--- config.mk ---
export PLATFORM = sky130hd
export DESIGN_NAME = serial_frame_rx
export DESIGN_NICKNAME = d
export VERILOG_FILES = /design/src/rtl/serial_frame_rx.sv
export SDC_FILE = /design/constraint.sdc
export NUM_CORES = 1
export LEC_CHECK = 0
export ABC_AREA = 0
export CORE_ASPECT_RATIO = 1.75
export CORE_UTILIZATION = 53
export DETAILED_ROUTE_END_ITERATION = 16
export PLACE_DENSITY = 0.77
export SLEW_MARGIN = 20
export SYNTH_ARGS = -nofsm -noshare
export SYNTH_HDL_FRONTEND = slang
export SYNTH_SLANG_ARGS = --single-unit
--- constraint.sdc ---
create_clock -name cp -period 2.3 [get_ports cp]
set_input_delay 0.23 -clock cp [delete_from_list [all_inputs] [get_ports cp]]
set_output_delay 0.23 -clock cp [all_outputs]
set_load 0.01 [all_outputs]
--- src/rtl/serial_frame_rx.sv ---
// serial_frame_rx
//   Receives a single-wire frame (start bit, 8 data bits LSB first, stop bit)
//   produced by the 8-bit universal shift register used as a serial
//   transmitter. Rebuilds the byte and hands it downstream over a valid/ready
//   handshake. Framing errors and overruns are reported as sticky flags.
//
// Parameters
//   CLKS_PER_BIT  cp cycles per serial bit (4..1024); mid-bit sampling point
//                 is CLKS_PER_BIT/2 cycles after the detected start edge.
//
// Ports
//   cp         in   clock, rising edge
//   cr         in   synchronous active-high reset, overrides everything
//   sin        in   serial line, idle high, asynchronous to cp
//   clr_err    in   clears frame_err / overrun (a set event wins)
//   ready      in   consumer takes q when valid & ready
//   q          out  last delivered byte, stable while valid
//   valid      out  byte available, held until accepted
//   busy       out  frame in progress (receiver not idle)
//   frame_err  out  sticky: stop bit sampled low
//   overrun    out  sticky: completed byte dropped, previous one unaccepted
module serial_frame_rx #(
  parameter int unsigned CLKS_PER_BIT = 16
) (
  input  logic       cp,
  input  logic       cr,
  input  logic       sin,
  input  logic       clr_err,
  input  logic       ready,
  output logic [7:0] q,
  output logic       valid,
  output logic       busy,
  output logic       frame_err,
  output logic       overrun
);

  localparam int unsigned CW = (CLKS_PER_BIT > 1) ? $clog2(CLKS_PER_BIT) : 1;
  localparam logic [CW-1:0] HALF_LAST = CW'(CLKS_PER_BIT / 2 - 1);
  localparam logic [CW-1:0] BIT_LAST  = CW'(CLKS_PER_BIT - 1);

  typedef enum logic [2:0] {
    S_IDLE,
    S_START,
    S_DATA,
    S_STOP,
    S_BREAK
  } state_t;

  state_t        state_q, state_d;
  logic          sync1_q, sync2_q;
  logic [CW-1:0] cnt_q, cnt_d;
  logic [2:0]    bit_q, bit_d;
  logic [7:0]    sh_q, sh_d;
  logic [7:0]    q_q, q_d;
  logic          valid_q, valid_d;
  logic          ferr_q, ferr_d;
  logic          ovr_q, ovr_d;

  // Events raised on the stop-sample cycle.
  logic          stop_ok, stop_bad;
  logic          s;

  assign s = sync2_q;

  // State register and all sequential storage.
  always_ff @(posedge cp) begin
    if (cr) begin
      state_q <= S_IDLE;
      sync1_q <= 1'b1;
      sync2_q <= 1'b1;
      cnt_q   <= '0;
      bit_q   <= '0;
      sh_q    <= '0;
      q_q     <= '0;
      valid_q <= 1'b0;
      ferr_q  <= 1'b0;
      ovr_q   <= 1'b0;
    end else begin
      state_q <= state_d;
      sync1_q <= sin;
      sync2_q <= sync1_q;
      cnt_q   <= cnt_d;
      bit_q   <= bit_d;
      sh_q    <= sh_d;
      q_q     <= q_d;
      valid_q <= valid_d;
      ferr_q  <= ferr_d;
      ovr_q   <= ovr_d;
    end
  end

  // Next-state logic: bit timing, sampling and shift register.
  // The counter restarts at every sample, so each sample lands exactly one
  // bit period after the previous one, anchored at the half-bit start sample.
  always_comb begin
    state_d  = state_q;
    cnt_d    = cnt_q;
    bit_d    = bit_q;
    sh_d     = sh_q;
    stop_ok  = 1'b0;
    stop_bad = 1'b0;
    unique case (state_q)
      S_IDLE: begin
        if (!s) begin
          state_d = S_START;
          cnt_d   = '0;
        end
      end
      S_START: begin
        if (cnt_q == HALF_LAST) begin
          cnt_d   = '0;
          bit_d   = '0;
          state_d = s ? S_IDLE : S_DATA;
        end else begin
          cnt_d = cnt_q + 1'b1;
        end
      end
      S_DATA: begin
        if (cnt_q == BIT_LAST) begin
          cnt_d = '0;
          sh_d  = {s, sh_q[7:1]};
          if (bit_q == 3'd7) begin
            state_d = S_STOP;
          end else begin
            bit_d = bit_q + 1'b1;
          end
        end else begin
          cnt_d = cnt_q + 1'b1;
        end
      end
      S_STOP: begin
        if (cnt_q == BIT_LAST) begin
          cnt_d = '0;
          if (s) begin
            state_d = S_IDLE;
            stop_ok = 1'b1;
          end else begin
            state_d  = S_BREAK;
            stop_bad = 1'b1;
          end
        end else begin
          cnt_d = cnt_q + 1'b1;
        end
      end
      S_BREAK: begin
        if (s) begin
          state_d = S_IDLE;
        end
      end
      default: begin
        state_d = S_IDLE;
      end
    endcase
  end

  // Output/handshake logic. A delivery coinciding with acceptance replaces
  // the outgoing byte, so valid stays high; set events beat clr_err.
  always_comb begin
    q_d     = q_q;
    valid_d = valid_q;
    ferr_d  = ferr_q & ~clr_err;
    ovr_d   = ovr_q & ~clr_err;
    if (stop_ok) begin
      if (!valid_q || ready) begin
        q_d     = sh_q;
        valid_d = 1'b1;
      end else begin
        ovr_d = 1'b1;
      end
    end else if (valid_q && ready) begin
      valid_d = 1'b0;
    end
    if (stop_bad) begin
      ferr_d = 1'b1;
    end
  end

  assign q         = q_q;
  assign valid     = valid_q;
  assign busy      = (state_q != S_IDLE);
  assign frame_err = ferr_q;
  assign overrun   = ovr_q;

endmodule

Figure 1. Drive-strength map.
Drawn at 10 px/micron.
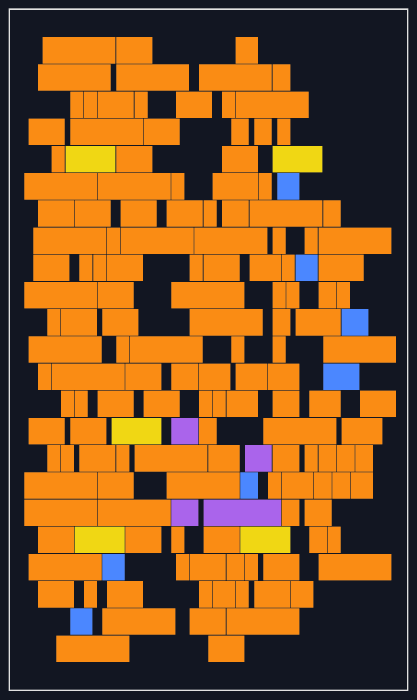
color	size	cells	most used
yellow	drive 6 and up	5	clkbuf_8
purple	drive 3 to 4	4	buf_4
orange	drive 1 or less	142	dfxtp_1
blue	drive 2	7	or2_2

Figure 2. Track usage over the die.
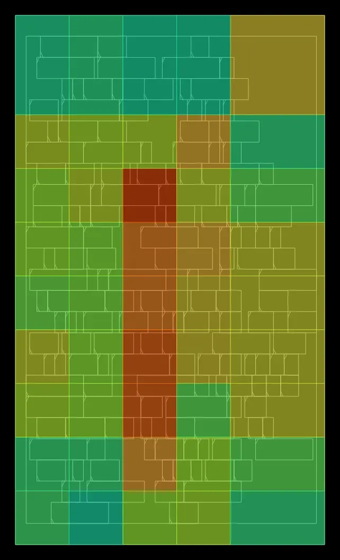
GRT busiest layer: met2
Global Route Usage Sum: 22.31%
met3 GRT Util: 6.818%
Final Core Density: 67.31%

Figure 3. M2 wires.
Drawn at 8 px/micron.
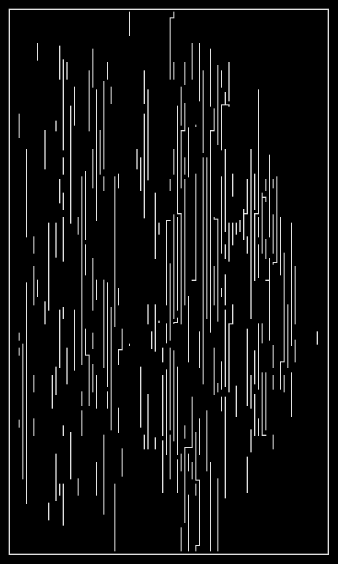
share of all routed wire	54%
longest straight run	28.2 microns

Figure 4. Where the registers sit.
Drawn at 8 px/micron. Other sequential cells in the stronger gray, the rest of the logic in the fainter gray.
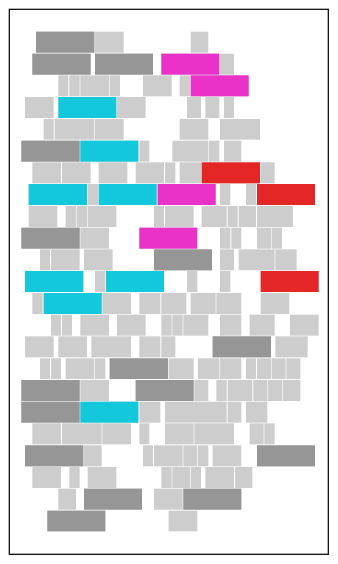
color	signal	placed flops
magenta	cnt_q	4
cyan	sh_q	8
red	bit_q	3
not colored	16

==> results.yml <==
# implementation run metrics
status:
  status: "complete, no violations"
floorplanning:
  core_sq_um: 2331
  die_h_microns: 67.96
logic_synthesis:
  netlist_area_sq_um: 1318
  synth_flops: 31
  syn_avg_cell_area_sq_um: 9.479
  synthAdderAreaFrac_pct: 2.849
  ys_seq_share_pct: 47.10
  synth_top_area_share_pct: 47.10
  xor_area_share_pct: 0.6648
  synth.distinct_cells: 35
final_timing:
  tightest_slew_ns: 0.4859
  setup_tns_ns: 0
  rsz0062_at_grt: "false"
  period_used_pct: 81.90
min_path:
  hold_end: "s"
  hold_start: "sync1_q"
place:
  dpl_cell_area_sq_um: 1488
  port_buffers: 16
setup_path:
  rr_worst_depth: 6
  slowest_stage: "or3_2"
  critPathRequiredTime_ns: 2.07
  path_max_fanout: 11
cts:
  cts_resized: 0
  clk_pin_slew_ns: 0.06
  h-tree-depth: 2
  root_buffer: "clkbuf_8"
  cts_sinks: 31
  cts_setup_buffers: 0
  cts_tree: "built"
power:
  leakage_nw: 0.5380
  p_int_mw: 0.7671
  power_mw: 0.9706
  p_switching_mw: 0.2035
  power.density_nw_per_um2: 618.6
  ir_drop_mv: 0.5705
run:
  warning_count: 26
layout:
  nFillCells: 192
  area.growth.synth_to_final_pct: 19.09
detailed_routing:
  routed_wl_microns: 2413
  drc: 0
-- Yosys cell counts --
library cell	n
dfxtp_1	31
nor2_1	28
mux2i_1	18
a21oi_1	9
nand2_1	9
clkbuf_1	4
or2_2	4
ha_1	3
nor3_1	3
a2bb2oi_1	2
nor2b_1	2
o21ai_0	2
or3b_1	2
a211o_1	1
a21o_1	1
a22oi_1	1
a311oi_1	1
and2_1	1
and3b_2	1
and4_1	1
buf_2	1
buf_4	1
buf_6	1
clkbuf_2	1
inv_1	1
nand3_1	1
nand3b_1	1
nand4bb_1	1
nor3b_1	1
nor4_4	1
o32a_1	1
or3_1	1
or3_2	1
or4_1	1
xnor2_1	1
-- power by group through the flow --
| stage | Combinational (mW) | Clock (mW) | Sequential, mW |
|---|---|---|---|
| after floorplan | 0.0194 | 0 | 0.554 |
| final | 0.0310 | 0.396 | 0.544 |
| after global routing | 0.0342 | 0.427 | 0.544 |
| after global placement | 0.0308 | 0 | 0.555 |
| after CTS | 0.0314 | 0.409 | 0.544 |
| after detailed placement | 0.0313 | 0 | 0.556 |
-- area by class of cell --
class / count / area (sq um) / area share (%)
clock buffers: 7 / 76.32 / 4.864
flip-flops and latches: 31 / 620.6 / 39.55
clock inverters: 1 / 5.005 / 0.3190
inverters: 1 / 3.754 / 0.2392
multi-input cells: 99 / 649.4 / 41.39
repair buffers: 19 / 182.7 / 11.64
well taps: 25 / 31.28 / 1.994
-- registers in the layout, summed over array words and instances, names as in the netlist, 3 cells and up --
name     count
state_q      3
bit_q        3
q            8
sh_q         8
cnt_q        4
-- per-layer routing --
layer | up-vias | share of wire [%] | track usage (%)
met5 | - | 0 | 0
met1 | 475 | 41 | 22.98
met3 | 5 | 2.7 | 6.818
li1 | 515 | - | -
met2 | 16 | 54 | 37.70
met4 | 0 | 2.8 | 12.93
-- placed cells by master (no fill, tap or decap) --
master and instances:
nand3_1 1, nor2_1 28, or4_1 1, nor4_4 1, a311oi_1 1, a21oi_1 9, o32a_1 1, xnor2_1 1
a22oi_1 1, nand4bb_1 1, nand2_1 9, or2_2 4, ha_1 3, dfxtp_1 31, a21o_1 1, and2_1 1
nand3b_1 1, clkdlybuf4s50_1 16, nor3_1 3, o21ai_0 2, and4_1 1, nor3b_1 1, a211o_1 1, or3_1 1
nor2b_1 2, inv_1 1, and3b_2 1, or3_2 1, clkinv_2 1, clkbuf_1 2, a2bb2oi_1 2, buf_4 3
mux2i_1 18, clkbuf_8 5, or3b_1 2
-- worst max-delay path by stage --
stage               cells past startpoint  slack, ns  startpoint       end
detailed placement                      4       0.45  state_q[1]   sh_q[6]
floorplan                               6       0.59    bit_q[0]  bit_q[0]
global placement                        6       0.49    bit_q[0]  bit_q[0]
finish                                  2       0.42  state_q[0]      busy
global route                            4       0.26  state_q[1]   sh_q[6]
CTS                                     2       0.40  state_q[0]      busy
-- stage by stage --
| stage | worst slack, ns | util (%) |
|---|---|---|
| after detailed placement | 0.4533 | 63.82 |
| after CTS | 0.4040 | 67.31 |
| after global placement | 0.4931 | 63.82 |
| final | 0.4163 | 67.31 |
| after global routing | 0.2575 | 67.31 |
| after floorplan | 0.5867 | - |
Power and IR drop assume default switching activity.
